### Placed cells, one colour a class

Bar = 20 um.
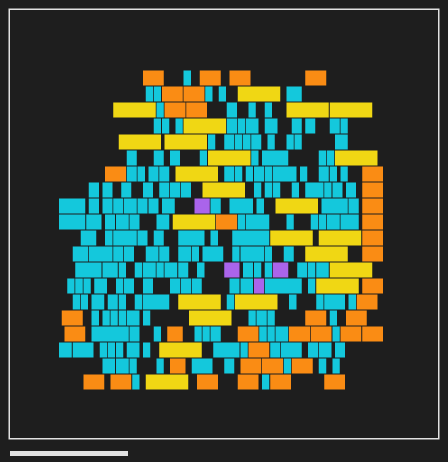
### Metal layers overlaid

Bar = 20 um. Two of the layers only.
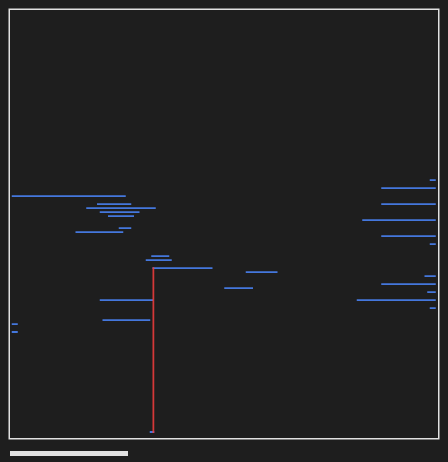
### Logic cells by family

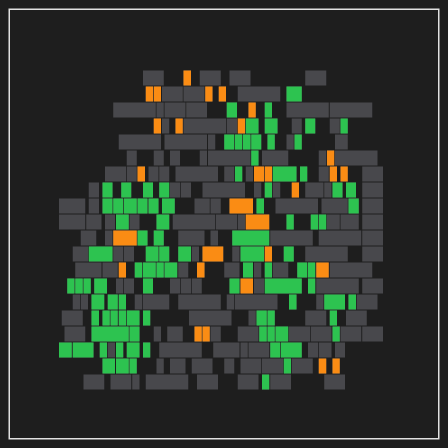
### Sequential cells coloured by netlist name

Bar = 20 um. Other sequential cells in the stronger grey, the rest of the logic in the fainter grey.
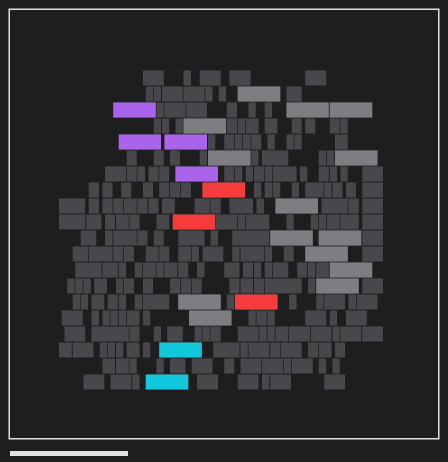
### Routing congestion map

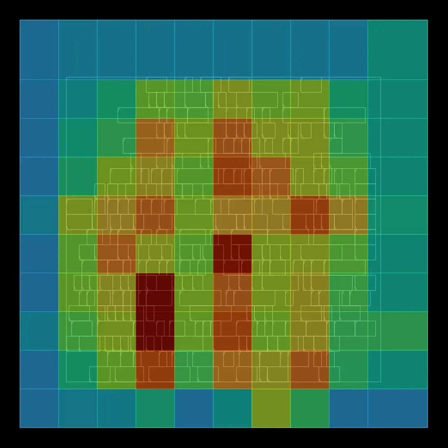
[src/rtl/seq_dect_arb_pkg.sv]
// Shared types and sizing helpers for the "010" detector arbiter.
// Default-configuration widths are exported for users of the defaults.
package seq_dect_arb_pkg;

   typedef enum logic [2:0] {
      IDLE,
      CLR,
      FEED,
      DRAIN,
      DONE
   } state_e;

   localparam int NUM_REQ_DEF   = 4;
   localparam int BURST_LEN_DEF = 8;
   localparam int CNT_W_DEF     = 4;

   function automatic int id_w(input int num_req);
      return (num_req < 2) ? 1 : $clog2(num_req);
   endfunction

   function automatic int bcnt_w(input int burst_len);
      return $clog2(burst_len + 1);
   endfunction

   localparam int ID_W   = id_w(NUM_REQ_DEF);
   localparam int BCNT_W = bcnt_w(BURST_LEN_DEF);

endpackage

[src/rtl/seq_dect_arbiter_if.sv]
// Requester bus plus detector hookup for seq_dect_arbiter.
// master = requesters and detector side, slave = arbiter side.
interface seq_dect_arbiter_if
   import seq_dect_arb_pkg::*;
#(
   parameter int NUM_REQ = NUM_REQ_DEF,
   parameter int CNT_W   = CNT_W_DEF
);
   localparam int IW = id_w(NUM_REQ);

   logic [NUM_REQ-1:0] req;
   logic [NUM_REQ-1:0] bit_valid;
   logic [NUM_REQ-1:0] bit_data;
   logic [NUM_REQ-1:0] bit_last;
   logic [NUM_REQ-1:0] bit_ready;
   logic [NUM_REQ-1:0] gnt;
   logic               busy;
   logic               det_rst;
   logic               det_seq;
   logic               det_out;
   logic               done;
   logic [IW-1:0]      done_id;
   logic [CNT_W-1:0]   hit_cnt;
   logic               done_err;

   modport master (
      output req, bit_valid, bit_data, bit_last, det_out,
      input  bit_ready, gnt, busy, det_rst, det_seq, done, done_id, hit_cnt, done_err
   );

   modport slave (
      input  req, bit_valid, bit_data, bit_last, det_out,
      output bit_ready, gnt, busy, det_rst, det_seq, done, done_id, hit_cnt, done_err
   );

endinterface

[src/rtl/seq_dect_arbiter_rr_pick.sv]
// Combinational round-robin picker: first requester at or after ptr wins.
// Produces both the one-hot grant and its index.
module rr_pick
   import seq_dect_arb_pkg::*;
#(
   parameter int NUM_REQ = NUM_REQ_DEF,
   parameter int IW      = id_w(NUM_REQ)
) (
   input  logic [NUM_REQ-1:0] req,
   input  logic [IW-1:0]      ptr,
   output logic [NUM_REQ-1:0] gnt,
   output logic [IW-1:0]      idx,
   output logic               any
);

   int          ci;
   logic [IW-1:0] c;

   always_comb begin
      // NOTE: every output gets a default before the loop so no path leaves a latch.
      gnt = '0;
      idx = '0;
      any = 1'b0;
      ci  = 0;
      c   = '0;
      for (int i = 0; i < NUM_REQ; i++) begin
         ci = int'(ptr) + i;
         if (ci >= NUM_REQ) ci = ci - NUM_REQ;
         c = IW'(ci);
         if (!any && req[c]) begin
            any    = 1'b1;
            gnt[c] = 1'b1;
            idx    = c;
         end
      end
   end

endmodule

[src/rtl/seq_dect_arbiter.sv]
// Time-shares one Mealy "010" detector among NUM_REQ serial requesters and counts hits per burst.
// Optional SEQ_DECT_ARB_LOG_EN: prints each result in simulation; ports and timing unchanged.
module seq_dect_arbiter
   import seq_dect_arb_pkg::*;
#(
   parameter int NUM_REQ   = NUM_REQ_DEF,
   parameter int BURST_LEN = BURST_LEN_DEF,
   parameter int CNT_W     = CNT_W_DEF
) (
   input logic               clk,
   input logic               rst,
   seq_dect_arbiter_if.slave bus
);

   localparam int IW = id_w(NUM_REQ);
   localparam int BW = bcnt_w(BURST_LEN);
   localparam logic [CNT_W-1:0] CNT_MAX = '1;

   state_e             state_q, state_d;
   logic [IW-1:0]      g_q, g_d;
   logic [NUM_REQ-1:0] goh_q, goh_d;
   logic [IW-1:0]      ptr_q, ptr_d;
   logic [BW-1:0]      bcnt_q, bcnt_d;
   logic [CNT_W-1:0]   hit_q, hit_d;
   logic               err_q, err_d;
   logic               vld_q, vld_d;
   logic               seq_q, seq_d;
   logic               det_rst_q;

   logic [NUM_REQ-1:0] pick_gnt;
   logic [IW-1:0]      pick_idx;
   logic               pick_any;

   rr_pick #(
      .NUM_REQ (NUM_REQ),
      .IW      (IW)
   ) u_pick (
      .req (bus.req),
      .ptr (ptr_q),
      .gnt (pick_gnt),
      .idx (pick_idx),
      .any (pick_any)
   );

   always_comb begin
      state_d = state_q;
      g_d     = g_q;
      goh_d   = goh_q;
      ptr_d   = ptr_q;
      bcnt_d  = bcnt_q;
      hit_d   = hit_q;
      err_d   = err_q;
      vld_d   = 1'b0;
      seq_d   = seq_q;

      // The detector output is scored one cycle after its bit was accepted.
      if (vld_q && bus.det_out && (hit_q != CNT_MAX)) hit_d = hit_q + CNT_W'(1);

      case (state_q)
         IDLE: begin
            if (pick_any) begin
               g_d     = pick_idx;
               goh_d   = pick_gnt;
               state_d = CLR;
            end
         end
         CLR: begin
            hit_d   = '0;
            err_d   = 1'b0;
            bcnt_d  = '0;
            state_d = FEED;
         end
         FEED: begin
            if (bus.bit_valid[g_q]) begin
               seq_d  = bus.bit_data[g_q];
               vld_d  = 1'b1;
               bcnt_d = bcnt_q + BW'(1);
               if (bus.bit_last[g_q] || (bcnt_q == BW'(BURST_LEN - 1))) state_d = DRAIN;
            end else begin
               // A gap aborts the burst rather than stalling the detector.
               err_d   = 1'b1;
               state_d = DRAIN;
            end
         end
         DRAIN: state_d = DONE;
         DONE: begin
            ptr_d   = (g_q == IW'(NUM_REQ - 1)) ? '0 : g_q + IW'(1);
            state_d = IDLE;
         end
         default: state_d = IDLE;
      endcase
   end

   always_ff @(posedge clk) begin
      if (rst) begin
         state_q   <= IDLE;
         g_q       <= '0;
         goh_q     <= '0;
         ptr_q     <= '0;
         bcnt_q    <= '0;
         hit_q     <= '0;
         err_q     <= 1'b0;
         vld_q     <= 1'b0;
         seq_q     <= 1'b0;
         det_rst_q <= 1'b1;
      end else begin
         // NOTE: non-blocking so every register samples this cycle's values together.
         state_q   <= state_d;
         g_q       <= g_d;
         goh_q     <= goh_d;
         ptr_q     <= ptr_d;
         bcnt_q    <= bcnt_d;
         hit_q     <= hit_d;
         err_q     <= err_d;
         vld_q     <= vld_d;
         seq_q     <= seq_d;
         det_rst_q <= ~vld_d;
      end
   end

   assign bus.busy      = (state_q != IDLE);
   assign bus.gnt       = (state_q != IDLE) ? goh_q : '0;
   assign bus.bit_ready = (state_q == FEED) ? goh_q : '0;
   assign bus.det_rst   = det_rst_q;
   assign bus.det_seq   = seq_q;
   assign bus.done      = (state_q == DONE);
   assign bus.done_id   = g_q;
   assign bus.hit_cnt   = hit_q;
   assign bus.done_err  = err_q;

`ifdef SEQ_DECT_ARB_LOG_EN
   always_ff @(posedge clk) begin
      if (!rst && state_q == DONE)
         $display("time = %t | id = %d | hits = %d | err = %b", $time, g_q, hit_q, err_q);
   end
`else
`endif

endmodule

[src/flat_wrapper.sv]
// flat-port wrapper written by rule: the top's interface ports become plain ports
module seq_dect_arbiter_flat import seq_dect_arb_pkg::*;
#(
   parameter int NUM_REQ   = NUM_REQ_DEF,
   parameter int BURST_LEN = BURST_LEN_DEF,
   parameter int CNT_W     = CNT_W_DEF
)
  (clk, rst, bus_req, bus_bit_valid, bus_bit_data, bus_bit_last, bus_det_out, bus_bit_ready, bus_gnt, bus_busy, bus_det_rst, bus_det_seq, bus_done, bus_done_id, bus_hit_cnt, bus_done_err);
  seq_dect_arbiter_if #(.NUM_REQ(NUM_REQ), .CNT_W(CNT_W)) bus_i ();
  input logic clk;
  input logic rst;
  input wire logic [$bits(bus_i.req)-1:0] bus_req;
  input wire logic [$bits(bus_i.bit_valid)-1:0] bus_bit_valid;
  input wire logic [$bits(bus_i.bit_data)-1:0] bus_bit_data;
  input wire logic [$bits(bus_i.bit_last)-1:0] bus_bit_last;
  input wire logic [$bits(bus_i.det_out)-1:0] bus_det_out;
  output wire logic [$bits(bus_i.bit_ready)-1:0] bus_bit_ready;
  output wire logic [$bits(bus_i.gnt)-1:0] bus_gnt;
  output wire logic [$bits(bus_i.busy)-1:0] bus_busy;
  output wire logic [$bits(bus_i.det_rst)-1:0] bus_det_rst;
  output wire logic [$bits(bus_i.det_seq)-1:0] bus_det_seq;
  output wire logic [$bits(bus_i.done)-1:0] bus_done;
  output wire logic [$bits(bus_i.done_id)-1:0] bus_done_id;
  output wire logic [$bits(bus_i.hit_cnt)-1:0] bus_hit_cnt;
  output wire logic [$bits(bus_i.done_err)-1:0] bus_done_err;
  assign bus_i.req = bus_req;
  assign bus_i.bit_valid = bus_bit_valid;
  assign bus_i.bit_data = bus_bit_data;
  assign bus_i.bit_last = bus_bit_last;
  assign bus_i.det_out = bus_det_out;
  assign bus_bit_ready = bus_i.bit_ready;
  assign bus_gnt = bus_i.gnt;
  assign bus_busy = bus_i.busy;
  assign bus_det_rst = bus_i.det_rst;
  assign bus_det_seq = bus_i.det_seq;
  assign bus_done = bus_i.done;
  assign bus_done_id = bus_i.done_id;
  assign bus_hit_cnt = bus_i.hit_cnt;
  assign bus_done_err = bus_i.done_err;
  seq_dect_arbiter #(.NUM_REQ(NUM_REQ), .BURST_LEN(BURST_LEN), .CNT_W(CNT_W)) u_core (.clk(clk), .rst(rst), .bus(bus_i));
endmodule
[config.mk]
export PLATFORM = sky130hd
export DESIGN_NAME = seq_dect_arbiter_flat
export DESIGN_NICKNAME = d
export VERILOG_FILES = /design/src/rtl/seq_dect_arb_pkg.sv /design/src/rtl/seq_dect_arbiter_if.sv /design/src/rtl/seq_dect_arbiter_rr_pick.sv /design/src/rtl/seq_dect_arbiter.sv /design/src/flat_wrapper.sv
export SDC_FILE = /design/constraint.sdc
export NUM_CORES = 1
export LEC_CHECK = 0
export ABC_AREA = 1
export CORE_MARGIN = 8
export CORE_UTILIZATION = 49
export CTS_CLUSTER_DIAMETER = 50
export CTS_CLUSTER_SIZE = 25
export DETAILED_ROUTE_END_ITERATION = 12
export GPL_ROUTABILITY_DRIVEN = 0
export MAX_ROUTING_LAYER = met4
export PLACE_DENSITY = 0.84
export SLEW_MARGIN = 20
export SYNTH_ARGS = -nofsm -noshare
export SYNTH_HDL_FRONTEND = slang
export SYNTH_HIERARCHICAL = 1
export SYNTH_SLANG_ARGS = --single-unit
export TNS_END_PERCENT = 50
[constraint.sdc]
create_clock -name clk -period 2.7 [get_ports clk]
set_input_delay 0.54 -clock clk [delete_from_list [all_inputs] [get_ports clk]]
set_output_delay 0.54 -clock clk [all_outputs]
set_load 0.01 [all_outputs]
==> results.txt <==
This memo summarizes the results of the implementation run.

Routing
The violation tally recorded at the end of detailed-routing iteration 0 is approximately 87. The met2 wire length is between 1.5 and 2 mm. The met1 routed wirelength after detailed routing is between 1.5 and 2 mm. Per the detail_route report, vias per standard cell equal just over 5. The uppermost signal routing layer after detailed routing is met4.

Per the post-route antenna check, the number of violating nets is 0. The routed length on met3 is about 170 um. The number of detailed-routing iterations run before antenna repair is 5. The number of DRC violations after detailed routing is 0.

STA
The transition time recorded at the tightest slew-check pin is 0.347 ns. Summed over all failing endpoints, the final setup total negative slack is 0 ns. Post-route period utilization is reported as 0.851. The slew check shows that the tightest pin keeps a relative margin of 0.768. Setup repair after global routing left no endpoint under its margin. The count of final hold-check violations is 0.

On the final layout, the worst hold slack is about 0.46 ns. The number of max-slew violations in the final report is 0. The shortest period the worst path allows is 2.30 ns.

The smallest setup slack after layout is approximately 0.40 ns.

Clock tree
In this run the clock root is driven by a clkbuf_4. In the CTS report, the clock slew at the register clock pins of the worst setup and hold paths is listed as 0.13 ns. Looking at the clock tree report, the H-tree level count equals 1. The TritonCTS sink count is 23. The post-CTS hold buffer count recorded in the log is 0. Per the repair_timing log after CTS, setup buffers inserted total 0. Counting the buffers created by CTS gives 3. In this run, post-CTS repair resized a total of 0 instances. TritonCTS built the clock tree. As reported, the later end of the worst-skew pair has a clock insertion delay of slightly above 0.3 ns. The clock passes through at most 2 buffers.

GRT
The wire length of the first global-routing pass is around 6.2 mm. The overall track demand over capacity in global routing is 0.143. The initial antenna violation count was 0. For this run, global-route usage on met1 was measured as 0.149.

Entering global routing, the biggest net connects 14 pins. The global route total overflow is 0. The via count of the first global-routing pass is 1480. met2 track demand over resource after global routing is 0.270.

Synth
Of the total synthesized cell area, the portion taken by AND-OR and OR-AND cells is 0.131. The number of nets handed over by synthesis was 253. The Yosys warning count is 6. The commonest cells after synthesis are nand2_1 (41), nand3_1 (27), dfxtp_1 (23). For this run, asynchronously set or reset flops after synthesis account for 0.

The number of standard cells reported by yosys is approximately 230. Per the synthesis report, the XOR/XNOR share of the synthesized area is 0.00555. The prevailing logic family in the synthesized netlist is simple AND/OR/NAND/NOR gates. The number of synthesized register bits is 23. Post-synth the commonest register cell is dfxtp_1.

The main area contributors are dfxtp_1 (29%), nand2_1 (9.7%), nand3_1 (8.6%). Of the total synthesized cell area, the portion taken by full adders, half adders and majority gates is 0.0634. The share of the yosys chip area belonging to registers is 0.292. The share of synthesized area in the top cell type comes to 0.292. The most frequent cell after synthesis is nand2_1. The largest area contributor in the netlist is dfxtp_1. The synthesized netlist occupies a cell area of about 0.0016 mm^2. In the synthesis report, Yosys lists the chip area as 0.00158 mm^2. The mean instance size in the synthesized netlist is roughly 7 um^2. Counting flops with a built-in enable in the synthesized netlist gives 0.

Worst setup path
The terminus of the critical flop-to-flop path is u_core/bus.done_id[1]. STA classifies the critical path startpoint as a flop. The critical path crosses 6 cells after its start point.

The critical path arrival is between 1.5 and 2 ns. STA classifies the critical path endpoint as an output port. The setup slack of the worst register-to-register path is between 0.6 and 0.7 ns.

By instance count, the cell type seen most on the critical path is inv_2. The critical path endpoint has a required time of 2.16 ns. The critical path's top delay family is buffers and inverters. STA lists the startpoint of the worst register-to-register path as u_core/ptr_q[0]. The category of the most critical setup path is reg2out. The report shows a maximum critical-path fanout of 7.

The termination of the worst setup path is bus_bit_ready[1]. The cell with the biggest individual delay on the critical path is clkdlybuf4s50_1. The critical path goes through inv_2 -> nand2_4 -> nor2_4 -> inv_2 -> nor2_1 -> clkdlybuf4s50_1.

Together, buffers and inverters on the worst path number 3. The worst register-to-register path depth is 10.

Power and ir drop
The total power divided by cell area is about 430 mW/mm^2. The power consumption is slightly below 0.9 mW. Switching power as a fraction of the total was reported as 0.356.

Summed over the clock group, the power is roughly 0.16 mW. The power of the combinational group is around 0.31 mW. The switching component of the power is just over 0.3 mW. The share of total power dissipated in the clock network is 0.180.

The analysis reports a worst IR drop on VDD of 0.184 mV. The total internal power is between 0.5 and 0.6 mW. The largest share of the power goes to sequential cells. Of the total power, combinational logic draws 0.363. The sequential power share is 0.457.

Die
According to the tapcell log, the count of inserted taps is between 40 and 50. The vertical die size is a little over 70 um. According to the floorplan report, the placeable core area is around 0.0031 mm^2. According to the floorplan log, the row count is 20. For this configuration, the core starts out at a cell density of 0.517. From left edge to right edge, the die measures 72.8 um. The area enclosed by the die boundary is about 0.0053 mm^2.

Placed design
The HPWL after detailed placement is about 2.9 mm. The post-detailed-placement cell area is ~0.0020 mm^2. The count of buffers added on input and output ports is 37. The instance count after placement with tap cells included is slightly above 300. At the placement stage, the worst setup path has a slack of 0.447 ns.

Job
In this run the maximum-capacitance check reported violations numbering 0.

Run status
The flow ran to the end, and the final reports show no timing, DRC or antenna violations.

Finish
Counting the inverters off the clock network in the layout gives 28. The count of inserted antenna diode cells is 0. The layout overhead on the synthesized area is 28.2%.

The layout report lists the multi-input gate area as roughly 990 um^2. The final design was reported to hold multi-input combinational gates totalling 172. The non-clock buffering overhead in the final layout is 0.190. There are 23 flip-flops and latches.

The number of fill cells is 284. The total non-filler cell area in the finished layout is between 0.002 and 0.0025 mm^2. The clock buffer instance count of the final layout is 3. In the layout the commonest cells are nand2_1 (41), clkdlybuf4s50_1 (37), nand3_1 (27), dfxtp_1 (23), nor2_1 (22). In the final layout, the share of cells above drive strength 1 is 0.150. The finished design was reported to have a net count of slightly below 300. The cell group occupying the most layout area is logic gates. The total of plain and repair buffers excluding clock buffers is 39.

Min path
The number of stages on the worst hold path is 2. Hold analysis lists the worst path endpoint as u_core/bus.done_err. The worst min-delay path category is reg2reg. Looking at hold timing, the worst path starts from u_core/bus.done_err.
-- 'Placed cells, one colour a class' (at the start) --
registers -> yellow  # cells 23, share of their area 23%
remaining buffers and delay cells -> orange  # cells 39, share of their area 20%
clock drivers and dummy loads -> purple  # cells 4, share of their area 1.4%
remaining logic cells -> cyan  # cells 200, share of their area 56%

-- 'Metal layers overlaid' (at the start) --
M3 -> blue  # wire length 167 um
M4 -> red  # wire length 27.9 um
routed wire length per instance: 11.8 um
post-detailed-routing wire length: 3.65 mm
routed vias: 1593

-- 'Logic cells by family' (at the start) --
nor cells -> orange  # cells 29
nand cells -> green  # cells 96
fraction of area in multi-input gates: 0.489
most frequent standard cell in the layout excluding fill and tap cells: nand2_1
fin cells: 310

-- 'Sequential cells coloured by netlist name' (at the start) --
`u_core/goh_q` -> purple  # flops 4
`u_core/ptr_q` -> cyan  # flops 2
`u_core/state_q` -> red  # flops 3
not coloured = 14
Seq. cell area: 460 um^2
register share of the cell area: 0.227
Sequential Power: 0.396 mW
utilization after layout: 0.663

-- 'Routing congestion map' (at the start) --
global routing's busiest layer: met2
M3 GR Usage: 0.0234

No activity file was given, so power comes from the tool's default toggle rates.
